Fig. 1: cells by drive strength
Drawn at 6 px/µm.
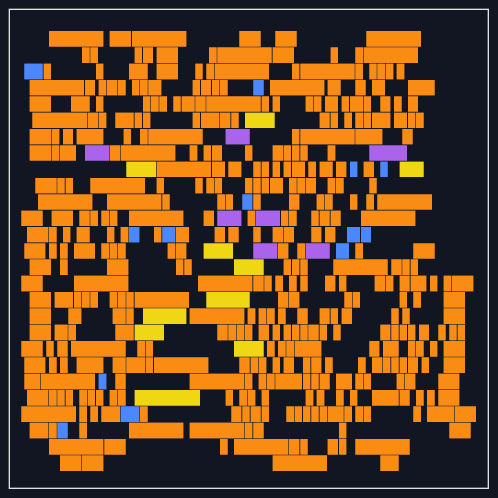
Fig. 2: close-up of the layout
Window x 27 to 52, y 27 to 52 µm. Cells in grey, sequential cells in the stronger grey; small squares are vias.
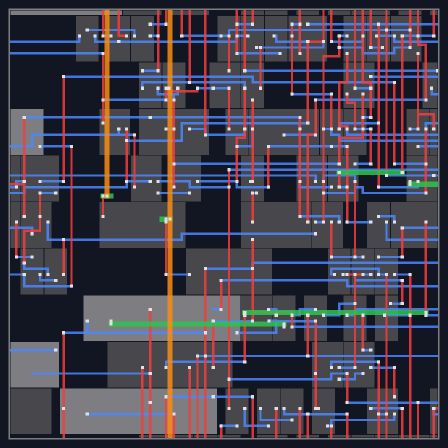
Fig. 3: routing congestion map
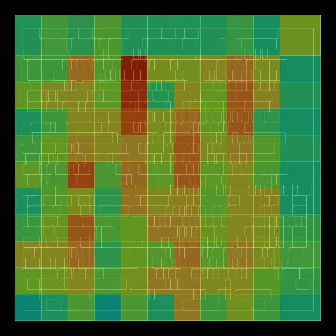
Fig. 4: sequential cells coloured by netlist name
Drawn at 4 px/µm.
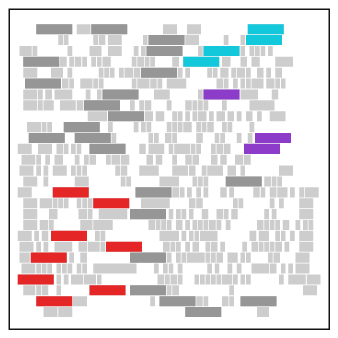
Fig. 5: met2 routing
Drawn at 4 px/µm.
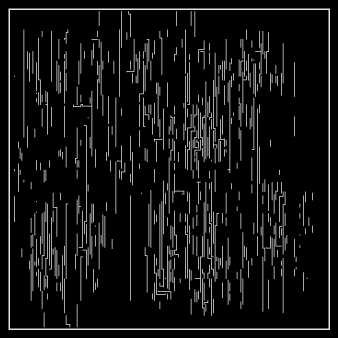
File: src/rtl/robo_player_if.sv
// Signal bundle between the tug-of-war game and the robo_player opponent.
// The master side is whatever drives the player: game LEDs, tick, jitter and controls.
// The slave side is the player itself.
interface robo_player_if #(
  parameter int REACT_W = 8
);
  logic               i_en;
  logic               i_slowen;
  logic               i_rand;
  logic [REACT_W-1:0] i_react_dly;
  logic [6:0]         i_leds_in;
  logic               o_pb;
  logic               o_busy;
  logic [7:0]         o_press_cnt;
  logic [7:0]         o_abort_cnt;

  modport master (
    output i_en, i_slowen, i_rand, i_react_dly, i_leds_in,
    input  o_pb, o_busy, o_press_cnt, o_abort_cnt
  );

  modport slave (
    input  i_en, i_slowen, i_rand, i_react_dly, i_leds_in,
    output o_pb, o_busy, o_press_cnt, o_abort_cnt
  );
endinterface

File: src/rtl/robo_player.sv
// Automated tug-of-war opponent: watches the game's LED bus for the all-lit
// "go" pattern, waits a jittered reaction delay counted in slow ticks, then
// issues a fixed-width button press. All outputs are registered.
module robo_player #(
  parameter int REACT_W   = 8,
  parameter int PRESS_LEN = 4
) (
  input logic          clk,
  input logic          rst,
  robo_player_if.slave bus
);

  localparam logic [REACT_W-1:0] CNT_MAX    = '1;
  localparam logic [3:0]         PRESS_LAST = 4'(PRESS_LEN - 1);

  typedef enum logic [2:0] {
    S_IDLE,
    S_ARMED,
    S_WAIT,
    S_PRESS,
    S_HOLDOFF
  } state_t;

  state_t             r_state;
  logic               r_go_d;
  logic               r_go_q;
  logic               r_dark;
  logic               r_dark_seen;
  logic [REACT_W-1:0] r_cnt;
  logic [3:0]         r_plen;
  logic               r_pb;
  logic               r_busy;
  logic [7:0]         r_press_cnt;
  logic [7:0]         r_abort_cnt;

  logic               w_go;
  logic               w_dark;
  logic [REACT_W:0]   w_sum;
  logic [REACT_W-1:0] w_load;

  assign w_go   = (bus.i_leds_in == 7'h7F);
  assign w_dark = (bus.i_leds_in == 7'h00);

  // Reaction delay plus one jitter tick, clamped to the counter's range.
  assign w_sum  = {1'b0, bus.i_react_dly} + (REACT_W + 1)'(bus.i_rand);
  assign w_load = w_sum[REACT_W] ? CNT_MAX : w_sum[REACT_W-1:0];

  assign bus.o_pb        = r_pb;
  assign bus.o_busy      = r_busy;
  assign bus.o_press_cnt = r_press_cnt;
  assign bus.o_abort_cnt = r_abort_cnt;

  // Registered pattern decode; go_q needs two consecutive go samples.
  always_ff @(posedge clk or negedge rst) begin
    if (!rst) begin
      r_go_d <= 1'b0;
      r_go_q <= 1'b0;
      r_dark <= 1'b0;
    end else begin
      r_go_d <= w_go;
      r_go_q <= w_go & r_go_d;
      r_dark <= w_dark;
    end
  end

  // Player FSM with registered pb/busy and saturating event counters.
  always_ff @(posedge clk or negedge rst) begin
    if (!rst) begin
      r_state     <= S_IDLE;
      r_dark_seen <= 1'b0;
      r_cnt       <= '0;
      r_plen      <= '0;
      r_pb        <= 1'b0;
      r_busy      <= 1'b0;
      r_press_cnt <= '0;
      r_abort_cnt <= '0;
    end else if (!bus.i_en) begin
      r_state     <= S_IDLE;
      r_dark_seen <= 1'b0;
      r_pb        <= 1'b0;
      r_busy      <= 1'b0;
    end else begin
      case (r_state)
        S_IDLE: begin
          r_state     <= S_ARMED;
          r_dark_seen <= 1'b0;
        end
        S_ARMED: begin
          if (r_dark_seen && r_go_q) begin
            r_cnt   <= w_load;
            r_state <= S_WAIT;
            r_busy  <= 1'b1;
          end else if (r_dark) begin
            r_dark_seen <= 1'b1;
          end
        end
        S_WAIT: begin
          if (!w_go) begin
            r_abort_cnt <= (r_abort_cnt == 8'hFF) ? r_abort_cnt : r_abort_cnt + 8'd1;
            r_state     <= S_ARMED;
            r_dark_seen <= 1'b0;
            r_busy      <= 1'b0;
          end else if (r_cnt == '0) begin
            r_press_cnt <= (r_press_cnt == 8'hFF) ? r_press_cnt : r_press_cnt + 8'd1;
            r_state     <= S_PRESS;
            r_plen      <= PRESS_LAST;
            r_pb        <= 1'b1;
          end else if (bus.i_slowen) begin
            r_cnt <= r_cnt - REACT_W'(1);
          end
        end
        S_PRESS: begin
          if (r_plen == '0) begin
            r_state <= S_HOLDOFF;
            r_pb    <= 1'b0;
          end else begin
            r_plen <= r_plen - 4'd1;
          end
        end
        S_HOLDOFF: begin
          if (!w_go) begin
            r_state     <= S_ARMED;
            r_dark_seen <= 1'b0;
            r_busy      <= 1'b0;
          end
        end
        default: begin
          r_state <= S_IDLE;
          r_pb    <= 1'b0;
          r_busy  <= 1'b0;
        end
      endcase
    end
  end

endmodule

File: src/flat_wrapper.sv
// flat-port wrapper written by rule: the top's interface ports become plain ports
module robo_player_flat 
#(
  parameter int REACT_W   = 8,
  parameter int PRESS_LEN = 4
)
  (clk, rst, bus_i_en, bus_i_slowen, bus_i_rand, bus_i_react_dly, bus_i_leds_in, bus_o_pb, bus_o_busy, bus_o_press_cnt, bus_o_abort_cnt);
  robo_player_if #(.REACT_W(REACT_W)) bus_i ();
  input logic clk;
  input logic rst;
  input wire logic [$bits(bus_i.i_en)-1:0] bus_i_en;
  input wire logic [$bits(bus_i.i_slowen)-1:0] bus_i_slowen;
  input wire logic [$bits(bus_i.i_rand)-1:0] bus_i_rand;
  input wire logic [$bits(bus_i.i_react_dly)-1:0] bus_i_react_dly;
  input wire logic [$bits(bus_i.i_leds_in)-1:0] bus_i_leds_in;
  output wire logic [$bits(bus_i.o_pb)-1:0] bus_o_pb;
  output wire logic [$bits(bus_i.o_busy)-1:0] bus_o_busy;
  output wire logic [$bits(bus_i.o_press_cnt)-1:0] bus_o_press_cnt;
  output wire logic [$bits(bus_i.o_abort_cnt)-1:0] bus_o_abort_cnt;
  assign bus_i.i_en = bus_i_en;
  assign bus_i.i_slowen = bus_i_slowen;
  assign bus_i.i_rand = bus_i_rand;
  assign bus_i.i_react_dly = bus_i_react_dly;
  assign bus_i.i_leds_in = bus_i_leds_in;
  assign bus_o_pb = bus_i.o_pb;
  assign bus_o_busy = bus_i.o_busy;
  assign bus_o_press_cnt = bus_i.o_press_cnt;
  assign bus_o_abort_cnt = bus_i.o_abort_cnt;
  robo_player #(.REACT_W(REACT_W), .PRESS_LEN(PRESS_LEN)) u_core (.clk(clk), .rst(rst), .bus(bus_i));
endmodule
File: config.mk
export PLATFORM = sky130hd
export DESIGN_NAME = robo_player_flat
export DESIGN_NICKNAME = d
export VERILOG_FILES = /design/src/rtl/robo_player_if.sv /design/src/rtl/robo_player.sv /design/src/flat_wrapper.sv
export SDC_FILE = /design/constraint.sdc
export NUM_CORES = 1
export LEC_CHECK = 0
export ABC_AREA = 1
export CAP_MARGIN = 30
export CORE_MARGIN = 1.5
export CORE_UTILIZATION = 45
export DETAILED_ROUTE_END_ITERATION = 8
export GPL_TIMING_DRIVEN = 0
export PLACE_DENSITY = 0.68
export SLEW_MARGIN = 0
export SYNTH_ARGS = -nofsm -noshare
export SYNTH_HDL_FRONTEND = slang
export SYNTH_SLANG_ARGS = --single-unit
File: constraint.sdc
create_clock -name clk -period 2.1 [get_ports clk]
set_clock_uncertainty 0.15 [all_clocks]
set_input_delay 0.21 -clock clk [delete_from_list [all_inputs] [get_ports clk]]
set_output_delay 0.21 -clock clk [all_outputs]
set_load 0.005 [all_outputs]
==> impl_metrics.env <==
# physical design summary
export IMPL_outcome="finished clean"
export IMPL_dp_cells=498
export IMPL_worstSkewPairLatency_ns=0.29
export IMPL_grt_max_degree=38
export IMPL_startpoint="u_core.r_cnt[0]"
export IMPL_crit_arrival_ns=1.86
export IMPL_timing_fmax_mhz=542
export IMPL_ir_drop_mv=0.607
export IMPL_synth_area_per_cell_um2=6.79
export IMPL_area_share_sequential_pct=28.7
export IMPL_first_pass_iters=4
export IMPL_r2r_cells=9
export IMPL_fin_crit_sh_pct=87.8
export IMPL_hold_path_endpoint="u_core.r_go_q"
export IMPL_bufAreaShareNonClock_pct=12.6
export IMPL_cts_root_buf="clkbuf_8"
export IMPL_crit_fanout=10
export IMPL_io_pins=38
export IMPL_hold_viol=0
export IMPL_comb_area_um2=1510
export IMPL_use_met2_pct=31.3
export IMPL_nClkBuffers=7
export IMPL_yosys_warnings=0
export IMPL_cts_buffers=5
export IMPL_antenna_found_initial=0
export IMPL_syn2layout_area_growth_pct=22.0
export IMPL_netlist_instances=389
export IMPL_ys_top_logic_family="simple AND/OR/NAND/NOR gates"
export IMPL_xor_share_pct=3.65
export IMPL_worst_hold_path_type="reg -> reg"
export IMPL_grt_pass1_vias=2334
export IMPL_n_tap_cell=72
export IMPL_dieWidth_um=79.6
export IMPL_relSlewSlack_pct=44.2
export IMPL_setup_viol=0
export IMPL_met1_length_um=2940
export IMPL_sh_comb_area_pct=46.9
export IMPL_power_uw=3100
export IMPL_hold_depth=2
export IMPL_fin_area_um2=3220
export IMPL_rsz0062_at_grt="no"
export IMPL_dpl_cell_area_um2=3100
export IMPL_fa_ha_area_share_pct=3.79
export IMPL_hp_start="u_core.r_go_d"
export IMPL_n_antenna_cell=0
export IMPL_fp_row_count=27
export IMPL_fin_nets=462
export IMPL_criticalPathCategory="reg -> reg"
export IMPL_n_all_buffers=43
export IMPL_cp_start_kind="register"
export IMPL_initial_core_util_pct=47.4
export IMPL_reg2reg_from="u_core.r_cnt[0]"
export IMPL_ys_cells=389
export IMPL_cts_resized=0
export IMPL_cts_max_path_buffers=2
export IMPL_clkCellAreaFrac_pct=3.61
export IMPL_r2r_end="u_core.bus.o_press_cnt[2]"
export IMPL_crit_required_ns=2.12
export IMPL_finalMaxSlewViolations=0
export IMPL_dominant_cell_class="logic gates"
export IMPL_synthDistinctLibCells=28
export IMPL_seq_area_um2=926
export IMPL_clkSinkCount=37
export IMPL_die_h_um=79.6
-- Fig. 1 (at the start) --
- blue: drive 2 (cells 13)
- orange: drive 1 or less (cells 405)
- yellow: drive 6 and up (cells 10)
- purple: drive 3 to 4 (cells 7)

-- Fig. 2 (at the start) --
- green: met3
- blue: met1
- red: met2
- orange: met4
- sequential cells in the window: 2
- most frequent: nand2_1 (18), inv_1 (9), nand3_1 (9)
- cells with their middle in the window: 57
- netlist names of flops here include: `u_core.r_cnt` (2)

-- Fig. 3 (at the start) --
All-Layer GR Usage: 19.7%
GR Layer Usage met1: 27.5%
gr busiest metal: met2
Avg WL per Cell: 11.3 µm

-- Fig. 4 (at the start) --
- cyan: `u_core.r_plen` (placed flops 4; where north-east)
- purple: `u_core.r_state` (placed flops 3)
- red: `u_core.bus.o_abort_cnt` (placed flops 8; where south-west)

-- Fig. 5 (at the start) --
- longest straight run: 30.9 µm
- wire length on this layer: 2,470 µm

-- worst max-delay path, cell delays in order, from the launching register on --
cell and delay (ns):
dfrtp_1 0.41, inv_1 0.14, ha_1 0.17, nand3_1 0.10
nor2_1 0.15, nand2_2 0.13, nor2_4 0.21, nand2_4 0.13
nand2_1 0.09, o21ai_2 0.05
-- placed cells by master, fill, tap and decap left out, drive strengths merged --
cell,n
a21oi,5
and2,1
buf,6
bufinv,1
clkbuf,7
clkdlybuf4s50,36
dfrtp,37
dlygate4sd3,1
ha,8
inv,46
nand2,146
nand3,40
nand3b,2
nand4,15
nor2,46
nor4,1
o21a,2
o21ai,21
o21bai,2
o22ai,1
xnor2,6
xor2,5
-- synthesized netlist by cell type --
cell      instances  area (µm²)
a21oi_1           5        25.0
nand3_4           1        17.5
o21ai_2           2        17.5
buf_2             4        20.0
o21ai_0          18        90.1
inv_2             3        11.3
nor2_1           41         154
ha_1              8         100
nor2_4            2        22.5
o21a_1            2        15.0
o22ai_1           1        6.26
nand3_1          39         195
nor4_1            1        6.26
o21ai_1           1        5.00
nand2_4           4        45.0
nand3b_1          2        15.0
nand2_2           2        12.5
nand2_1         140         526
inv_1            43         161
nor2_2            1        6.26
xnor2_1           6        52.6
buf_6             1        11.3
and2_1            1        6.26
xor2_1            5        43.8
o21bai_1          2        15.0
nor2_8            2        40.0
dfrtp_1          37         926
nand4_1          15        93.8
-- cells by family (layout without fill, tap and decap cells) --
family | Yosys count | in the layout
fa+ha+maj | 8 | 8
simple gates | 251 | 251
buf+inv | 51 | 97
flops | 37 | 37
compound gates | 31 | 31
xor+xnor | 11 | 11
-- report_power, final --
group          internal, µW  total (µW)  switching, µW
Sequential              884        1050            165
Clock                   387         635            248
Combinational           534        1410            878
